===== src/rtl/pulse_pkg.sv =====
// Shared definitions for the pulse generator: FSM state encoding and the
// width-clamp helpers used when a new frame latches its pulse width.
package pulse_pkg;

   typedef enum logic [1:0] {
      IDLE = 2'd0,
      HIGH = 2'd1,
      LOW  = 2'd2
   } state_t;

   localparam int DEFAULT_PERIOD = 20000;

   // Largest width a frame may carry: one tick is always reserved for the low phase.
   function automatic logic [31:0] width_limit(input int period);
      return 32'(period - 1);
   endfunction

   function automatic logic [31:0] clamp_width(input logic [31:0] w, input logic [31:0] limit);
      return (w > limit) ? limit : w;
   endfunction

endpackage


===== src/rtl/tick_div.sv =====
// Restartable divide-by-PREDIV tick generator; tick_o is high for one clk
// every PREDIV cycles while run_i is asserted.
module tick_div #(
   parameter int PREDIV = 50
) (
   input  logic clk,
   input  logic reset_n,
   input  logic run_i,
   input  logic restart_i,
   output logic tick_o
);

   localparam int DW = (PREDIV > 1) ? $clog2(PREDIV) : 1;
   localparam logic [DW-1:0] LAST = DW'(PREDIV - 1);

   logic [DW-1:0] div_q, div_d;

   always_comb begin
      div_d = div_q;
      if (restart_i || !run_i || (div_q == LAST)) begin
         div_d = '0;
      end else begin
         div_d = div_q + DW'(1);
      end
   end

   always_ff @(posedge clk or negedge reset_n) begin
      if (!reset_n) begin
         div_q <= '0;
      end else begin
         div_q <= div_d;
      end
   end

   assign tick_o = run_i && (div_q == LAST);

endmodule


===== src/rtl/pulse_gen.sv =====
// Frame-based pulse generator: each frame is PERIOD ticks long and starts with
// a pulse of active_width ticks; new widths are shadowed until the next frame.
module pulse_gen
   import pulse_pkg::*;
#(
   parameter  int PREDIV = 50,
   parameter  int PERIOD = DEFAULT_PERIOD,
   parameter  int MAXV   = 4096,
   localparam int W      = $clog2(MAXV)
) (
   input  logic         clk,
   input  logic         reset_n,
   input  logic         enable,
   input  logic [W-1:0] width_in,
   input  logic         width_stb,
   output logic         pulse_out,
   output logic         frame_stb,
   output logic [W-1:0] active_width,
   output logic         pending
);

   localparam int TW = $clog2(PERIOD);
   localparam logic [31:0] WIDTH_LIMIT = width_limit(PERIOD);

   state_t        state_q, state_d;
   logic [W-1:0]  shadow_q, shadow_d;
   logic [W-1:0]  active_q, active_d;
   logic [TW-1:0] tick_q, tick_d;
   logic          pending_q, pending_d;
   logic          pulse_q, pulse_d;
   logic          stb_q, stb_d;
   logic          armed_q;
   logic          tick;
   logic          frame_start;
   logic [W-1:0]  start_width;

   tick_div #(
      .PREDIV(PREDIV)
   ) u_tick_div (
      .clk      (clk),
      .reset_n  (reset_n),
      .run_i    (state_q != IDLE),
      .restart_i(frame_start),
      .tick_o   (tick)
   );

   always_comb begin
      state_d     = state_q;
      shadow_d    = shadow_q;
      active_d    = active_q;
      tick_d      = tick_q;
      pending_d   = pending_q;
      pulse_d     = pulse_q;
      stb_d       = 1'b0;
      frame_start = 1'b0;
      // A strobe landing on the frame-start edge takes effect immediately.
      start_width = W'(clamp_width(32'(width_stb ? width_in : shadow_q), WIDTH_LIMIT));

      case (state_q)
         IDLE: begin
            tick_d      = '0;
            pulse_d     = 1'b0;
            frame_start = enable && armed_q;
         end
         HIGH: begin
            if (tick) begin
               tick_d = tick_q + TW'(1);
               if ((32'(tick_q) + 32'd1) == 32'(active_q)) begin
                  state_d = LOW;
                  pulse_d = 1'b0;
               end
            end
         end
         LOW: begin
            if (tick) begin
               if (tick_q == TW'(PERIOD - 1)) begin
                  tick_d = '0;
                  if (enable) begin
                     frame_start = 1'b1;
                  end else begin
                     state_d = IDLE;
                  end
               end else begin
                  tick_d = tick_q + TW'(1);
               end
            end
         end
         default: begin
            state_d = IDLE;
            pulse_d = 1'b0;
         end
      endcase

      if (width_stb) begin
         shadow_d  = width_in;
         pending_d = 1'b1;
      end

      if (frame_start) begin
         active_d  = start_width;
         pending_d = 1'b0;
         tick_d    = '0;
         stb_d     = 1'b1;
         pulse_d   = (start_width != '0);
         state_d   = (start_width != '0) ? HIGH : LOW;
      end
   end

   // armed_q holds off the first frame until one clean edge after reset.
   always_ff @(posedge clk or negedge reset_n) begin
      if (!reset_n) begin
         state_q   <= IDLE;
         shadow_q  <= '0;
         active_q  <= '0;
         tick_q    <= '0;
         pending_q <= 1'b0;
         pulse_q   <= 1'b0;
         stb_q     <= 1'b0;
         armed_q   <= 1'b0;
      end else begin
         state_q   <= state_d;
         shadow_q  <= shadow_d;
         active_q  <= active_d;
         tick_q    <= tick_d;
         pending_q <= pending_d;
         pulse_q   <= pulse_d;
         stb_q     <= stb_d;
         armed_q   <= 1'b1;
      end
   end

   assign pulse_out    = pulse_q;
   assign frame_stb    = stb_q;
   assign active_width = active_q;
   assign pending      = pending_q;

endmodule


===== config.mk =====
export PLATFORM = sky130hd
export DESIGN_NAME = pulse_gen
export DESIGN_NICKNAME = d
export VERILOG_FILES = /design/src/rtl/pulse_pkg.sv /design/src/rtl/tick_div.sv /design/src/rtl/pulse_gen.sv
export SDC_FILE = /design/constraint.sdc
export NUM_CORES = 1
export LEC_CHECK = 0
export CAP_MARGIN = 5
export CORE_MARGIN = 2
export CORE_UTILIZATION = 40
export DETAILED_ROUTE_END_ITERATION = 8
export GPL_TIMING_DRIVEN = 0
export PLACE_DENSITY_LB_ADDON = 0.12
export SYNTH_ARGS = -nofsm -noshare
export SYNTH_HDL_FRONTEND = slang
export SYNTH_SLANG_ARGS = --single-unit

===== constraint.sdc =====
create_clock -name clk -period 4.2 [get_ports clk]
set_clock_uncertainty 0.05 [all_clocks]
set_input_delay 0.84 -clock clk [delete_from_list [all_inputs] [get_ports clk]]
set_output_delay 0.84 -clock clk [all_outputs]
set_load 0.01 [all_outputs]

**Drive-strength map**

Drawn at 4 px/µm.
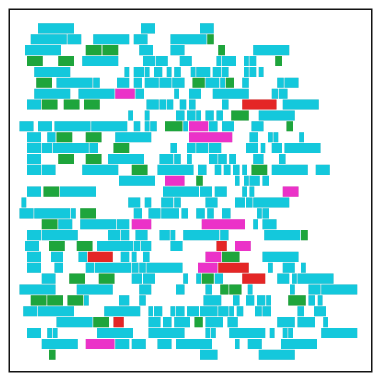
Key: x3 and x4 = red [cells 6, share 1.8%, most used buf_4]; x2 = green [cells 43, share 13%, most used mux2_2]; x6 and larger = magenta [cells 11, share 3.4%, most used clkbuf_8]; x1 and smaller = cyan [cells 266, share 82%, most used dfrtp_1]
area grow syn2layout: 18.9%
Design Area, Final: 3540 µm²
number of signal-net buffers in the layout: 44

**Logic cells by family**

Drawn at 4 px/µm.
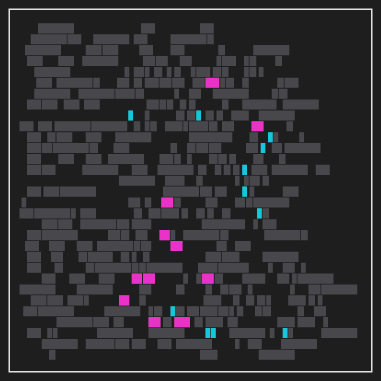
Key: non-inverting ao/oa cells = magenta [cells 11]; inv cells = cyan [cells 11]
Comb/total area: 44.4%
fin cells: 425
Top cell excl fill/tap: dfrtp_1

**Signal wires on met2**

Drawn at 3 px/µm.
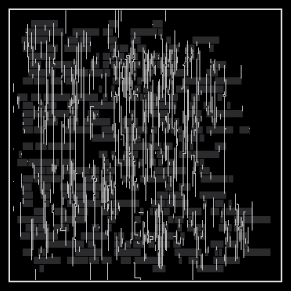
The wires run mostly vertical. The longest straight run is 45.2 µm. 294 nets have wire on it. The layer holds 44% of the routed length. The layer carries 2,910 µm of wire.

**Routing congestion map**

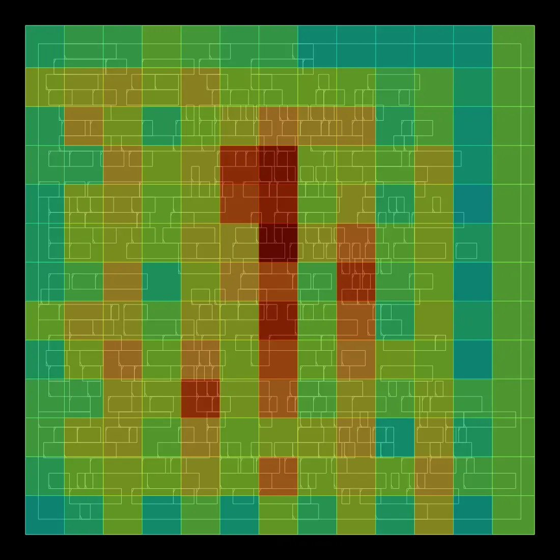
met3 Use GR: 2.84%
Final Util: 49.1%

**Signal wires on met3**

Drawn at 3 px/µm.
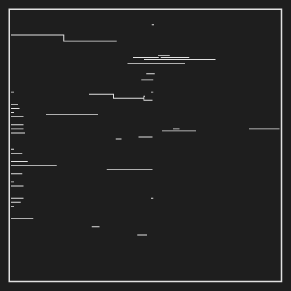
The layer carries 266 µm of wire. The layer holds 4.0% of the routed length.
final WL: 6.60 mm
vias after detailed routing: 2,258

==> flow_summary.ini <==
; yosys + openroad results
[placement]
gp_congestion = 0.840
dp_slack_ns = 1.33
dp_hpwl_mm = 4.88

[finish]
largest_reg_flops = 15
antenna_cells = 0
regMostFlops = tick_q
nets = 348
nFillCells = 696
final_cell_mix = dfrtp_1 (51), clkdlybuf4s50_1 (28), mux2_2 (25)

[job]
cap_violations = 0
tool_warnings = 30

[critical_path]
endpoint_kind = flop
r2r_setup_slack_ns = 1.63
cp.required_ns = 4.39
criticalPathCategory = reg2reg
crit_family = simple AND/OR/NAND/NOR gates
critPathLaunchType = flop
worstPathMaxFanout = 10
crit_path_top_delay_cell = nor4_4
path_buffers = 1
critPathMaxStageDelay_ns = 0.68
path_cells = ha_1 -> and4_1 -> nand4_2 -> o21ai_4 -> nor4_4 -> buf_6 -> a21oi_1 -> mux2i_1

[drt]
wl_met1_mm = 3.25
drt_iter0_drc = 128
drc = 0
top_layer_used = met4
wl_per_cell_um = 15.5
wl_met2_mm = 2.91
wl_met3_um = 266
viasPerCell = 5.31
drtPass1Iterations = 4
drtAntennaViolNets = 0

[yosys]
top_cells_by_area = dfrtp_1 (43%), mux2_2 (9.5%), xnor2_1 (3.2%), ha_1 (2.9%), nand3_1 (2.7%)
edf_count = 0
syn_inst = 288
yosys-stat-area_um2 = 2980
ys_warn_count = 0
synthArstFlopShare_pct = 100
mux_share_pct = 11.1
synthSimpleGateAreaFrac_pct = 21.6
syn_avg_cell_area_um2 = 10.3
yosys.area.top_type = dfrtp_1
ys.flops = 51
adder_share_pct = 3.32
aoi_share_pct = 10.7
netlist.area_leader.share_pct = 42.9
synth_stat.cells = 288
ys_sh_xor_pct = 5.88
syn_area_um2 = 2980

[cts]
cts_tree = built
root_buffer = clkbuf_8
cts_made_buffers = 5
cts_hold_buffers = 0
clkTransAtPathRegs_ns = 0.10
cts_resized = 0
cts.sinks = 51
clk-insertion-delay-late_ns = 0.31
cts_setup_buffers = 0

[global_routing]
grt_antenna_before_repair = 0
grtUsageMet1_pct = 24.1
grt.overflow.total = 0
grt.busiest_layer = met2
use_met2_pct = 26.4
grt_usage_pct = 17.1
grt_max_degree = 34
grt_pass1_vias = 2257

[run_status]
outcome = finished, final reports clean

[power_and_ir_drop]
power_leakage_nw = 1.50
power_density_nw_per_um2 = 272
vdd_drop_max_v = 0.000172

[final_timing]
worst_pin_slew_ns = 0.739
drv_slew = 0
rsz0062_at_grt = false
period_used_pct = 61.3
fin_tns_setup_ns = 0
setup_viol = 0
worst_slack_ns = 1.63

[die]
rows = 31
die_w_um = 90.3
die_y_um = 90.3
core-area_um2 = 7210
dieArea_um2 = 8150
pin_count = 31
initCoreUtil_pct = 41.3
synthesized netlist by cell type (6+ instances only):
cell,instances
xnor2_1,11
ha_1,7
dfrtp_1,51
nor2_1,19
and3_1,6
nand4_1,8
inv_1,11
nand2_1,18
nand2b_1,8
xor2_1,9
a21oi_1,14
mux2_2,25
o21ai_0,6
buf_2,6
nand3_1,16
stage by stage:
stage	util [%]	power (mW)	cell area, µm²	hold WS, ns	std cells
4_1_cts	49.1	0.978	3540	0.431	425
3_5_place_dp	47.2	0.567	3410	0.439	417
3_3_place_gp	47.0	0.566	3390	0.434	416
2_1_floorplan	-	0.535	2980	0.411	288
5_1_grt	49.1	1.00	3540	0.451	425
6_report	49.1	0.963	3540	0.420	425
where the power goes:
part | internal (mW) | leakage (nW) | total (mW) | switching, mW
Combinational | 0.0251 | 0.793 | 0.0479 | 0.0229
Sequential | 0.503 | 0.639 | 0.509 | 0.00610
Clock | 0.238 | 0.0654 | 0.407 | 0.169
worst paths after layout:
| kind | startpoint | endpoint | depth (start not counted) |
|---|---|---|---|
| max | tick_q[0] | tick_q[8] | 8 |
| min reg2reg | u_tick_div.div_q[0] | u_tick_div.div_q[0] | 1 |
| max in group asynchronous | reset_n | active_width[7] | 2 |
| min in group clk | u_tick_div.div_q[0] | u_tick_div.div_q[0] | 1 |
| min | reset_n | shadow_q[4] | 1 |
| max reg2reg | tick_q[0] | tick_q[8] | 8 |
area by class of cell:
cell class	count	area (µm²)	area share, %
plain buffers	14	90.1	2.55
clock buffers	6	72.6	2.05
clock inverters	2	60.1	1.70
inverters	11	41.3	1.17
multi-input cells	212	1570	44.4
flip-flops and latches	51	1280	36.1
well taps	99	124	3.50
repair buffers	30	305	8.62
Power is estimated from default activity; no workload was simulated.
